--- config.mk ---
export PLATFORM = sky130hd
export DESIGN_NAME = nbit_pipe_addsub_flat
export DESIGN_NICKNAME = d
export VERILOG_FILES = /design/src/rtl/nbit_pipe_addsub_pkg.sv /design/src/rtl/nbit_pipe_addsub_if.sv /design/src/rtl/nbit_pipe_addsub_chunk.sv /design/src/rtl/nbit_pipe_addsub.sv /design/src/flat_wrapper.sv
export SDC_FILE = /design/constraint.sdc
export NUM_CORES = 1
export LEC_CHECK = 0
export CAP_MARGIN = 10
export CORE_MARGIN = 2
export CORE_UTILIZATION = 49
export CTS_CLUSTER_DIAMETER = 50
export DETAILED_ROUTE_END_ITERATION = 8
export GPL_TIMING_DRIVEN = 0
export PLACE_DENSITY = 0.78
export SYNTH_ARGS = -nofsm -noshare
export SYNTH_HDL_FRONTEND = slang
export SYNTH_SLANG_ARGS = --single-unit
--- constraint.sdc ---
create_clock -name clk -period 1.8 [get_ports clk]
set_input_delay 0.27 -clock clk [delete_from_list [all_inputs] [get_ports clk]]
set_output_delay 0.27 -clock clk [all_outputs]
set_load 0.02 [all_outputs]
--- src/rtl/nbit_pipe_addsub_pkg.sv ---
// Shared opcodes and the signed saturation constant for the pipelined adder/subtractor.
package addsub_pkg;

    localparam logic [1:0] OP_ADD     = 2'b00;
    localparam logic [1:0] OP_SUB     = 2'b01;
    localparam logic [1:0] OP_ADD_SAT = 2'b10;
    localparam logic [1:0] OP_SUB_SAT = 2'b11;

    localparam int MAX_N = 64;

    // sign=1 gives the most negative n-bit value, sign=0 the most positive.
    function automatic logic [MAX_N-1:0] sat_val(input int n, input logic sign);
        logic [MAX_N-1:0] v;
        v = '0;
        for (int i = 0; i < MAX_N; i++) begin
            if (i == n - 1) begin
                v[i] = sign;
            end else if (i < n - 1) begin
                v[i] = ~sign;
            end
        end
        return v;
    endfunction

endpackage

--- src/rtl/nbit_pipe_addsub_if.sv ---
// Operand/result stream bundle between the register file, the adder and writeback.
interface nbit_pipe_addsub_if #(
    parameter int N = 8
);
    logic         in_valid;
    logic         in_ready;
    logic [N-1:0] a;
    logic [N-1:0] b;
    logic         c_in;
    logic [1:0]   op;
    logic         out_valid;
    logic         out_ready;
    logic [N-1:0] sum;
    logic         c_out;
    logic         ovf;

    modport master (
        output in_valid, a, b, c_in, op, out_ready,
        input  in_ready, out_valid, sum, c_out, ovf
    );

    modport slave (
        input  in_valid, a, b, c_in, op, out_ready,
        output in_ready, out_valid, sum, c_out, ovf
    );
endinterface

--- src/rtl/nbit_pipe_addsub_chunk.sv ---
// One W-bit slice of the carry chain with its stage register (sum chunk, carry, valid).
module nbit_pipe_chunk #(
    parameter int W = 4
) (
    input  logic         clk,
    input  logic         rst_n,
    input  logic         adv,
    input  logic         prev_valid,
    input  logic [W-1:0] a,
    input  logic [W-1:0] b,
    input  logic         prev_carry,
    output logic         valid,
    output logic [W-1:0] sum,
    output logic         carry
);

    logic [W:0] total;

    assign total = {1'b0, a} + {1'b0, b} + {{W{1'b0}}, prev_carry};

    always_ff @(posedge clk or negedge rst_n) begin
        if (!rst_n) begin
            valid <= 1'b0;
            sum   <= '0;
            carry <= 1'b0;
        end else if (adv) begin
            valid <= prev_valid;
            sum   <= total[W-1:0];
            carry <= total[W];
        end
    end

endmodule

--- src/rtl/nbit_pipe_addsub.sv ---
// Pipelined N-bit add/sub: STAGES carry-chain chunks, skewed operands, overflow/saturation
// at the last stage, and a stall-everything valid/ready handshake.
module nbit_pipe_addsub
    import addsub_pkg::*;
#(
    parameter int N      = 8,
    parameter int STAGES = 2
) (
    input logic               clk,
    input logic               rst_n,
    nbit_pipe_addsub_if.slave bus
);

    localparam int W = N / STAGES;

    if (STAGES < 1 || STAGES > N || (N % STAGES) != 0) begin : g_bad_cfg
        $error("nbit_pipe_addsub: N must be a multiple of STAGES with 1 <= STAGES <= N");
    end

    logic                       adv;
    logic                       sub_op;
    logic                       sat_op;
    logic [N-1:0]               b_eff;
    logic [STAGES-1:0][N-1:0]   a_q;
    logic [STAGES-1:0][N-1:0]   b_q;
    logic [STAGES-1:0][N-1:0]   lo_q;
    logic [STAGES-1:0][N-1:0]   part;
    logic [STAGES-1:0]          sat_q;
    logic [STAGES-1:0]          valid_s;
    logic [STAGES-1:0]          carry_s;
    logic [STAGES-1:0][W-1:0]   sum_s;
    logic [N-1:0]               raw;
    logic                       a_msb;
    logic                       b_msb;
    logic                       ovf;
    logic [MAX_N-1:0]           sat_word;
    logic                       unused_bits;

    assign adv          = !bus.out_valid || bus.out_ready;
    assign bus.in_ready = adv;

    assign sub_op = (bus.op == OP_SUB) || (bus.op == OP_SUB_SAT);
    assign sat_op = (bus.op == OP_ADD_SAT) || (bus.op == OP_SUB_SAT);
    assign b_eff  = sub_op ? ~bus.b : bus.b;

    // Operands ride along so chunk k sees its slice one stage after chunk k-1.
    always_ff @(posedge clk or negedge rst_n) begin
        if (!rst_n) begin
            a_q   <= '0;
            b_q   <= '0;
            lo_q  <= '0;
            sat_q <= '0;
        end else if (adv) begin
            a_q[0]   <= bus.a;
            b_q[0]   <= b_eff;
            sat_q[0] <= sat_op;
            for (int k = 1; k < STAGES; k++) begin
                a_q[k]   <= a_q[k-1];
                b_q[k]   <= b_q[k-1];
                sat_q[k] <= sat_q[k-1];
                lo_q[k]  <= part[k-1];
            end
        end
    end

    always_comb begin
        part = '0;
        for (int k = 0; k < STAGES; k++) begin
            part[k]            = lo_q[k];
            part[k][k*W +: W]  = sum_s[k];
        end
    end

    for (genvar k = 0; k < STAGES; k++) begin : g_stage
        if (k == 0) begin : g_first
            nbit_pipe_chunk #(.W(W)) u_chunk (
                .clk        (clk),
                .rst_n      (rst_n),
                .adv        (adv),
                .prev_valid (bus.in_valid),
                .a          (bus.a[W-1:0]),
                .b          (b_eff[W-1:0]),
                .prev_carry (bus.c_in),
                .valid      (valid_s[k]),
                .sum        (sum_s[k]),
                .carry      (carry_s[k])
            );
        end else begin : g_next
            nbit_pipe_chunk #(.W(W)) u_chunk (
                .clk        (clk),
                .rst_n      (rst_n),
                .adv        (adv),
                .prev_valid (valid_s[k-1]),
                .a          (a_q[k-1][k*W +: W]),
                .b          (b_q[k-1][k*W +: W]),
                .prev_carry (carry_s[k-1]),
                .valid      (valid_s[k]),
                .sum        (sum_s[k]),
                .carry      (carry_s[k])
            );
        end
    end

    assign raw      = part[STAGES-1];
    assign a_msb    = a_q[STAGES-1][N-1];
    assign b_msb    = b_q[STAGES-1][N-1];
    assign ovf      = (a_msb == b_msb) && (raw[N-1] != a_msb);
    assign sat_word = sat_val(N, a_msb);

    assign bus.out_valid = valid_s[STAGES-1];
    assign bus.c_out     = carry_s[STAGES-1];
    assign bus.ovf       = ovf;
    assign bus.sum       = (sat_q[STAGES-1] && ovf) ? sat_word[N-1:0] : raw;

    // Operand words are kept whole per stage; only some slices feed logic downstream.
    assign unused_bits = ^{a_q, b_q, lo_q[0], sat_word};

endmodule

--- src/flat_wrapper.sv ---
// flat-port wrapper written by rule: the top's interface ports become plain ports
module nbit_pipe_addsub_flat import addsub_pkg::*;
#(
    parameter int N      = 8,
    parameter int STAGES = 2
)
  (clk, rst_n, bus_in_valid, bus_a, bus_b, bus_c_in, bus_op, bus_out_ready, bus_in_ready, bus_out_valid, bus_sum, bus_c_out, bus_ovf);
  nbit_pipe_addsub_if #(.N(N)) bus_i ();
  input logic clk;
  input logic rst_n;
  input wire logic [$bits(bus_i.in_valid)-1:0] bus_in_valid;
  input wire logic [$bits(bus_i.a)-1:0] bus_a;
  input wire logic [$bits(bus_i.b)-1:0] bus_b;
  input wire logic [$bits(bus_i.c_in)-1:0] bus_c_in;
  input wire logic [$bits(bus_i.op)-1:0] bus_op;
  input wire logic [$bits(bus_i.out_ready)-1:0] bus_out_ready;
  output wire logic [$bits(bus_i.in_ready)-1:0] bus_in_ready;
  output wire logic [$bits(bus_i.out_valid)-1:0] bus_out_valid;
  output wire logic [$bits(bus_i.sum)-1:0] bus_sum;
  output wire logic [$bits(bus_i.c_out)-1:0] bus_c_out;
  output wire logic [$bits(bus_i.ovf)-1:0] bus_ovf;
  assign bus_i.in_valid = bus_in_valid;
  assign bus_i.a = bus_a;
  assign bus_i.b = bus_b;
  assign bus_i.c_in = bus_c_in;
  assign bus_i.op = bus_op;
  assign bus_i.out_ready = bus_out_ready;
  assign bus_in_ready = bus_i.in_ready;
  assign bus_out_valid = bus_i.out_valid;
  assign bus_sum = bus_i.sum;
  assign bus_c_out = bus_i.c_out;
  assign bus_ovf = bus_i.ovf;
  nbit_pipe_addsub #(.N(N), .STAGES(STAGES)) u_core (.clk(clk), .rst_n(rst_n), .bus(bus_i));
endmodule
### Routing congestion, run 1

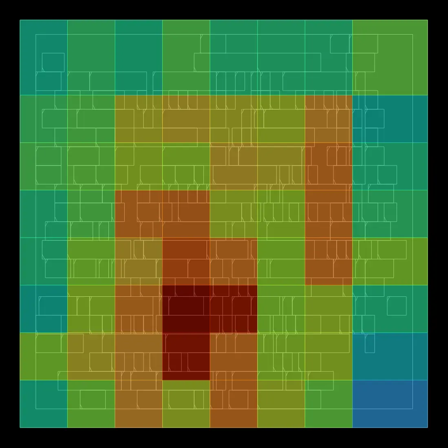
most used routing layer: met2
all-layer global routing usage: 21.2%
met1 usage: 24.8%
routing usage on met3: 2.84%

### Clock distribution, run 1

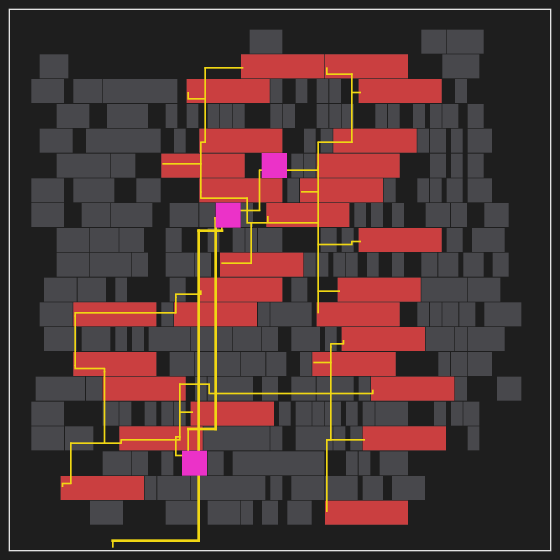
- yellow: clock wires (length 298 um)
- magenta: clock drivers (count 3)
- red: flip-flops (count 28)
- routed clock nets: 4

### Routed metal, one colour a layer, run 1

The bar under the picture is 20 um long.
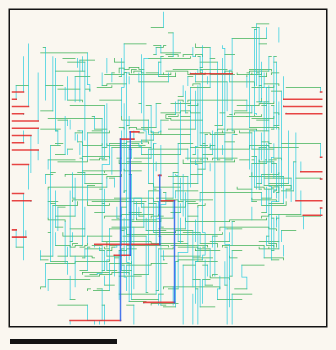
- green: metal 1 (wire length 1280 um)
- red: metal 3 (wire length 119 um)
- cyan: metal 2 (wire length 1700 um)
- blue: metal 4 (wire length 89.1 um)

==> out/metrics.cfg, run 1 <==
[power]
peakVddDrop_mv=0.518
comb-power_mw=1.03
p_comb_share_pct=45.9
leakage_nw=0.998
p_sw_mw=0.854
finalPower_mw=2.24
p_sw_share_pct=38.1
p_per_area_mw_per_mm2=1100
p_int_mw=1.38
top_power_group=combinational cells

[clock_tree]
cts.sinks=28
post_cts_buffers=4
clkSlewWorstSetupHoldPaths_ps=140
clkLatencyLatePin_ps=330
cts_resized=50
cts_tree=done
clockRootBuffer=clkbuf_4
ctsHoldBuffers=0

[synthesis]
syn_area_per_cell_um2=8.64
ys_types=20
postSynth.asyncResetShare_pct=100
ys.flop_type=dfrtp_1
ys_cells=173
synth_top_cell_by_area=dfrtp_1
ys_warn_count=4
synth_cells=173
synthesis.nets=206
ys_top_cells_by_area=dfrtp_1 (47%), nand2_1 (16%), o21ai_0 (5.7%), fa_1 (5.4%), ha_1 (5.0%)
synth.top_cells.by_count=nand2_1 (62), dfrtp_1 (28), o21ai_0 (17), nor2_1 (12), a21oi_1 (7)

[status]
violations=setup timing
status=finished with violations

[sta]
slew_headroom_pct=69.8
fin_crit_sh_pct=101
skew_ps=7.97
fin_crit_ps=1810
setup_slack_ps=-12.9
worst_slew_pin_slew_ps=453
setup_violations=1
holdWs_ps=214

[routing]
drtPass1Iterations=4
wirelength_mm=3.19
wl_per_cell_um=12.6
final_antenna_net_count=0

[final_layout]
fin_cells=253
seq_share_pct=34.3
area_delta_synth_final_pct=36.9
logic_gates=132
nets=254
fill_cells=256
n_all_inverters=6
diodes=0
flop-count=28
final_area_mm2=0.00204
drive_gt1_share_pct=18.2
clk_share_pct=1.77
buffers_excl_clock=50

[die]
die_h_um=59.2
die-width_um=59.2
taps=33
num_io_pins=35

[setup_path]
reg2reg_from=u_core.g_stage[0].g_first.u_chunk.carry$_DFFE_PN0P_
arrival_ps=1540
start_kind=register
max_stage_delay_ps=430
crit_path_cell_trace=nand2b_4 > nor2_4 > buf_6 > nor2_1 > o21ai_1 > buf_4
required_ps=1530

[global_route]
grt_pass1_wl_mm=5.50
grt_pass1_vias=1270
grt_overflow=0

[job]
drv_cap=0

[placement]
dp_slack_ps=-489

-- run 1: kinds of logic after synthesis --
family	Yosys count	share of synthesized area (%)
AND-OR/OR-AND	30	11.1
XOR/XNOR	11	6.45
adder cells (fa/ha/maj)	10	10.4
buffers and inverters	13	3.60
flip-flops	28	46.9
AND/OR/NAND/NOR	81	21.5
-- run 1: path summary, 6_finish.rpt --
kind	slack, ps	end
min reg2reg	480	u_core.g_stage[0].g_first.u_chunk.valid$_DFFE_PN0P_
max reg2reg	100	u_core.g_stage[1].g_next.u_chunk.carry$_DFFE_PN0P_
min	210	u_core.b_q[6]$_DFFE_PN0P_
max in group asynchronous	1140	u_core.g_stage[0].g_first.u_chunk.sum[3]$_DFFE_PN0P_
min in group clk	250	u_core.b_q[5]$_DFFE_PN0P_
max	-10	bus_sum[6]
-- run 1: metal layers --
layer | share of wire (%) | track usage, % | vias up
met2 | 53 | 36.9 | 34
met4 | 2.8 | 12.0 | 0
li1 | - | - | 646
met5 | 0 | 0 | -
met1 | 40 | 24.8 | 598
met3 | 3.7 | 2.84 | 8
-- run 1: flip-flops by register name, indices dropped and copies added, names as in the netlist --
signal                                cells
u_core.b_msb                              1
u_core.a_q                                4
u_core.g_stage.g_next.u_chunk.sum         4
u_core.b_q                                4
u_core.g_stage.g_first.u_chunk.valid      1
u_core.g_stage.g_first.u_chunk.sum        4
u_core.lo_q                               4
u_core.g_stage.g_first.u_chunk.carry      1
u_core.g_stage.g_next.u_chunk.carry       1
u_core.a_msb                              1
u_core.sat_q                              2
u_core.g_stage.g_next.u_chunk.valid       1
-- run 1: critical path: cells and delay by family (launching register included) --
family                 cells  cell delay [ps]
DFF                        1              430
AOI/OAI and AO/OA          1              130
and+or+nand+nor            3              360
buffers and inverters      2              290
==> run 2: changes to the inputs <==
Settings changed: ABC_CLOCK_PERIOD_IN_PS from default to 1800.
### Placement by cell class, run 2

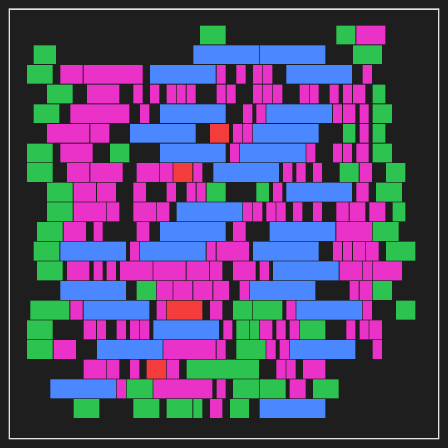
- magenta: combinational and other logic (cells 138)
- blue: flops (cells 28)
- red: clock drivers and dummy loads (cells 4)
- green: other buffers and delay cells (cells 50)

### Routed metal, one colour a layer, run 2

The bar under the picture is 20 um long.
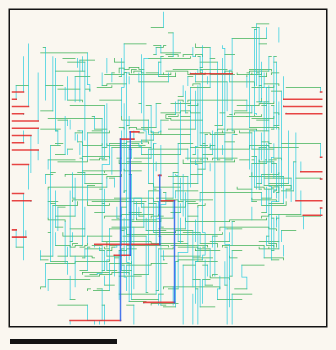
- blue: metal 4 (wire length 89.1 um)
- green: metal 1 (wire length 1280 um)
- cyan: metal 2 (wire length 1700 um)
- red: metal 3 (wire length 119 um)

==> run 2 against run 1 <==
The flow still finishes with violations (setup timing). Sequential power about the same. First-iteration DRC count is the same. Non-clock buffer count did not move. Sequential cell count did not move. Cell count stayed put. Via count is the same. Hold slack is the same. Combinational power about the same. Critical path depth did not move. Global-route usage stayed put. Maximum frequency unchanged. Die area unchanged. Critical path type unchanged. Largest power group unchanged.
==> out/metrics.cfg, run 2 <==
[status]
status=finished with violations
violations=setup timing

[sta]
setup_violations=1  ; unchanged
worst_slew_pin_slew_ps=453  ; unchanged
setup_slack_ps=-12.9  ; unchanged
slew_headroom_pct=69.8  ; unchanged
skew_ps=7.97  ; unchanged

[final_layout]
nets=254  ; unchanged
fin_cells=253  ; unchanged
clk_share_pct=1.77  ; unchanged

[synthesis]
syn_area_per_cell_um2=8.64  ; unchanged
synthesis.nets=206  ; unchanged
postSynth.asyncResetShare_pct=100  ; unchanged
synth_cells=173  ; unchanged
ys_warn_count=4  ; unchanged
synth_top_cell_by_area=dfrtp_1

[setup_path]
required_ps=1530  ; about the same
cp.depth=6  ; unchanged
start_kind=register
arrival_ps=1540  ; about the same
reg2reg_from=u_core.g_stage[0].g_first.u_chunk.carry$_DFFE_PN0P_
path_buffers=2  ; unchanged
r2r_end=u_core.g_stage[1].g_next.u_chunk.carry$_DFFE_PN0P_
max_stage_delay_ps=430  ; about the same
cp_top_family=flip-flops

[routing]
final_antenna_net_count=0  ; unchanged
drtPass1Iterations=4  ; unchanged

[power]
p_comb_share_pct=45.9  ; about the same
leakage_nw=0.998  ; unchanged
peakVddDrop_mv=0.518  ; unchanged
p_sw_mw=0.854  ; unchanged

[clock_tree]
ctsHoldBuffers=0  ; unchanged
cts.sinks=28  ; unchanged

[die]
num_io_pins=35  ; unchanged

[job]
drv_cap=0  ; unchanged

[global_route]
grt_pass1_vias=1270  ; unchanged

run 2: cell counts after synthesis:
No cell type changed its count.
run 2: worst min path at each step:
stage / slack [ps] / to / startpoint / depth (start not counted)
after floorplan: -30 / u_core.a_msb$_DFFE_PN0P_ / rst_n / 0
after global placement: 440 / u_core.g_stage[0].g_first.u_chunk.valid$_DFFE_PN0P_ / u_core.g_stage[0].g_first.u_chunk.valid$_DFFE_PN0P_ / 2
after detailed placement: 460 / u_core.g_stage[0].g_first.u_chunk.valid$_DFFE_PN0P_ / u_core.g_stage[0].g_first.u_chunk.valid$_DFFE_PN0P_ / 2
after CTS: 250 / u_core.b_q[5]$_DFFE_PN0P_ / bus_op[0] / 3
after global routing: 210 / u_core.a_q[6]$_DFFE_PN0P_ / rst_n / 1
final: 210 / u_core.b_q[6]$_DFFE_PN0P_ / rst_n / 1
run 2: per-layer routing:
metal | GRT usage, % | wire [um] | vias to the layer above
met5 | 0 | 0 | -
met4 | 12.0 | 89 | 0
met2 | 36.9 | 1700 | 34
met3 | 2.84 | 118 | 8
met1 | 24.8 | 1280 | 598
li1 | - | - | 646
run 2: timing repair:
item	CTS	global route
setup buffers	4	6
pin swaps	2	2
setup endpoints to repair	11	10
endpoints found under the hold margin	0	0
gates resized	50	21
run 2: power by group through the flow:
stage          combinational (mW)  sequential (mW)  clock (mW)
3_3_place_gp                0.935            0.902           0
4_1_cts                     0.944            0.903       0.315
5_1_grt                      1.15            0.932       0.343
6_report                     1.03            0.910       0.302
3_5_place_dp                0.974            0.915           0
2_1_floorplan               0.585            0.897           0
run 2: kinds of logic (layout without fill, tap and decap cells):
group	count (synthesis)	after routing	synth area share (%)
flops	28	28	46.9
simple gates	81	81	21.5
xor+xnor	11	11	6.45
buf+inv	13	60	3.60
fa+ha+maj	10	10	10.4
compound gates	30	30	11.1
### Routing congestion, run 2

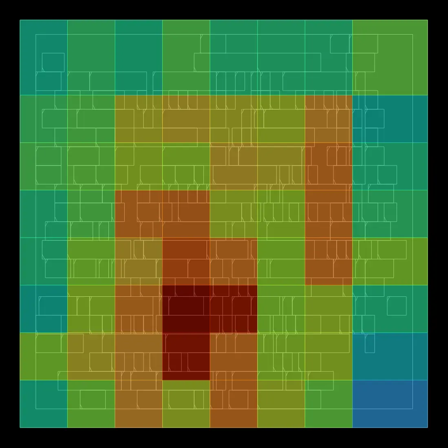

==> run 3: changes to the inputs <==
Settings changed: TNS_END_PERCENT from default to 50.
### Routing congestion, run 3

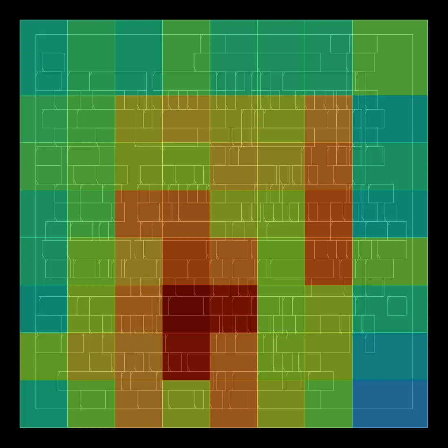
DR WL/cell: 12.5 um
final core occ: 68.3%
GRT met2 Usage: 36.9%

==> run 3 against run 2 <==
Synthesized cell count unchanged. Combinational power about the same. Via count decreased by 0.54%. Clock power about the same. The run now ends clean. Routed wire length shrank 0.78%. Sequential power is essentially flat. Non-clock buffer count is 1 lower. Highest routed layer unchanged. Core utilization fell by 0.38 points. Hold slack about the same. Sequential share of layout area rose by 0.19 points. Cell count fell by 0.40%.
==> out/metrics.cfg, run 3 <==
[setup_path]
arrival_ps=1520  ; -20 ps
cp_top_family=flip-flops
required_ps=1530  ; about the same
reg2reg_from=u_core.g_stage[0].g_first.u_chunk.carry$_DFFE_PN0P_
cp.depth=6  ; unchanged
startpoint=u_core.b_msb$_DFFE_PN0P_
r2r_end=u_core.g_stage[1].g_next.u_chunk.carry$_DFFE_PN0P_
start_kind=register
max_stage_delay_ps=430  ; about the same
endpoint=bus_sum[6]
r2r_slack_ps=100
path_buffers=2  ; unchanged

[global_route]
grt_overflow=0
grt_pass1_wl_mm=5.50
grt_max_degree=29
grt_pass1_vias=1268  ; -0.16%

[synthesis]
ys_top_cells_by_area=dfrtp_1 (47%), nand2_1 (16%), o21ai_0 (5.7%), fa_1 (5.4%), ha_1 (5.0%)
synth_cells=173  ; unchanged
ys_sh_xor_pct=6.45  ; unchanged
ys_sh_aoi_pct=11.1  ; unchanged
ys_warn_count=4  ; unchanged
mux_area_share_pct=0  ; unchanged
ys_sh_adder_pct=10.4  ; unchanged
synth_top_cell_by_area=dfrtp_1
synthesis.nets=206  ; unchanged
yosys-dominant-comb-family=simple AND/OR/NAND/NOR gates
syn_area_mm2=0.00149
top_area_share_pct=46.9
syn_area_per_cell_um2=8.64  ; unchanged
edf_count=0
postSynth.asyncResetShare_pct=100  ; unchanged
top_cell=nand2_1
ys_cells=173
yosys.stat.seqShare_pct=46.9
ys.flop_type=dfrtp_1
ys_sh_simple_pct=21.5  ; unchanged

[final_layout]
logic_gates=132
buffers_excl_clock=49
n_clock_buffer=4
drive_gt1_share_pct=17.4
diodes=0
fill_cells=255
n_all_inverters=6
final_area_mm2=0.00203
sh_comb_area_pct=38.7
fin_cells=252  ; -0.40%
combGateArea_um2=787
nets=253  ; -0.39%
seq_area_um2=701
clk_share_pct=1.78  ; +0.0098 points
final_cell_mix=nand2_1 (61), dfrtp_1 (28), clkdlybuf4s50_1 (22)
lay_top_count=nand2_1

[placement]
dpl_cell_area_mm2=0.00189
place_congestion=0.815
portBuffers=33

[sta]
drv_slew=0
slew_headroom_pct=69.9  ; about the same
fin_crit_sh_pct=99.3
skew_ps=8.24  ; +0.271 ps
worst_slew_pin_slew_ps=452  ; -0.698 ps
holdWs_ps=214
setup_slack_ps=13.3  ; +26.2 ps
setup_tns_ps=0
rsz0062_at_grt=true
hold_violations=0
setup_violations=0  ; -1
fin_crit_ps=1790

[clock_tree]
cts_buffers=3
htreeDepth=1
cts_tree=done
cts.sinks=28  ; unchanged
clockRootBuffer=clkbuf_4
ctsHoldBuffers=0  ; unchanged

[routing]
num_vias=1279
final_antenna_net_count=0  ; unchanged
wirelength_mm=3.16
vias_per_cell=5.08
drtPass1Iterations=4  ; unchanged

[status]
status=finished, final reports clean

[job]
warnings=29
drv_cap=0  ; unchanged

[die]
rows=20
num_io_pins=35  ; unchanged
die-width_um=59.2
coreArea_mm2=0.00298

[power]
leakage_nw=0.994  ; -0.36%
peakVddDrop_mv=0.518  ; about the same

### Placement by cell class, run 3

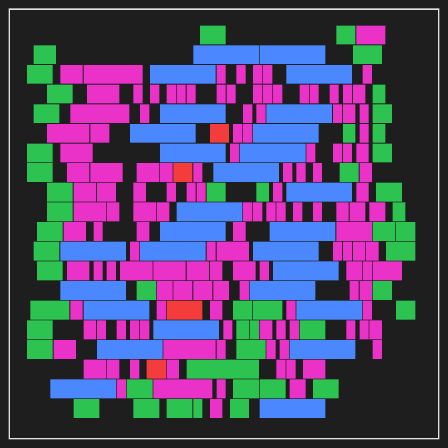
- green: other buffers and delay cells (cells 49)
- blue: flops (cells 28)
- red: clock drivers and dummy loads (cells 4)
- magenta: combinational and other logic (cells 138)

[run 3: cell counts after synthesis]
Identical to the previous run, type by type.
[run 3: repair_timing]
item / CTS / global route
pin swaps: 2 / 2
endpoints found under the setup margin: 11 / 10
resized: 47 / 21
setup buffers: 3 / 6
[run 3: where the power goes]
group	switching (mW)	total, mW	leakage [nW]	internal, mW
clock network	0.177	0.301	0.0210	0.124
registers	0.122	0.908	0.335	0.785
logic	0.549	1.02	0.638	0.468
[run 3: stage by stage]
stage	util, %	power, mW
2_1_floorplan	-	1.48
3_3_place_gp	63.6	1.84
3_5_place_dp	63.6	1.89
4_1_cts	65.4	2.15
5_1_grt	68.3	2.41
6_report	68.3	2.23
[run 3: worst min path at each step]
| stage | from | endpoint | slack (ps) | cells past startpoint |
|---|---|---|---|---|
| detailed placement | u_core.g_stage[0].g_first.u_chunk.valid$_DFFE_PN0P_ | u_core.g_stage[0].g_first.u_chunk.valid$_DFFE_PN0P_ | 460 | 2 |
| floorplan | rst_n | u_core.a_msb$_DFFE_PN0P_ | -30 | 0 |
| CTS | bus_op[0] | u_core.b_q[5]$_DFFE_PN0P_ | 250 | 3 |
| finish | rst_n | u_core.b_q[6]$_DFFE_PN0P_ | 210 | 1 |
| global route | rst_n | u_core.a_q[6]$_DFFE_PN0P_ | 210 | 1 |
| global placement | u_core.g_stage[0].g_first.u_chunk.valid$_DFFE_PN0P_ | u_core.g_stage[0].g_first.u_chunk.valid$_DFFE_PN0P_ | 440 | 2 |
[run 3: routing by layer]
layer	part of all wire [%]	GRT usage [%]	up-vias
li1	-	-	643
met1	40	24.8	592
met2	53	36.9	36
met3	3.8	2.84	8
met4	2.8	12.0	0
met5	0	0	-
Power is estimated from default activity; no workload was simulated.
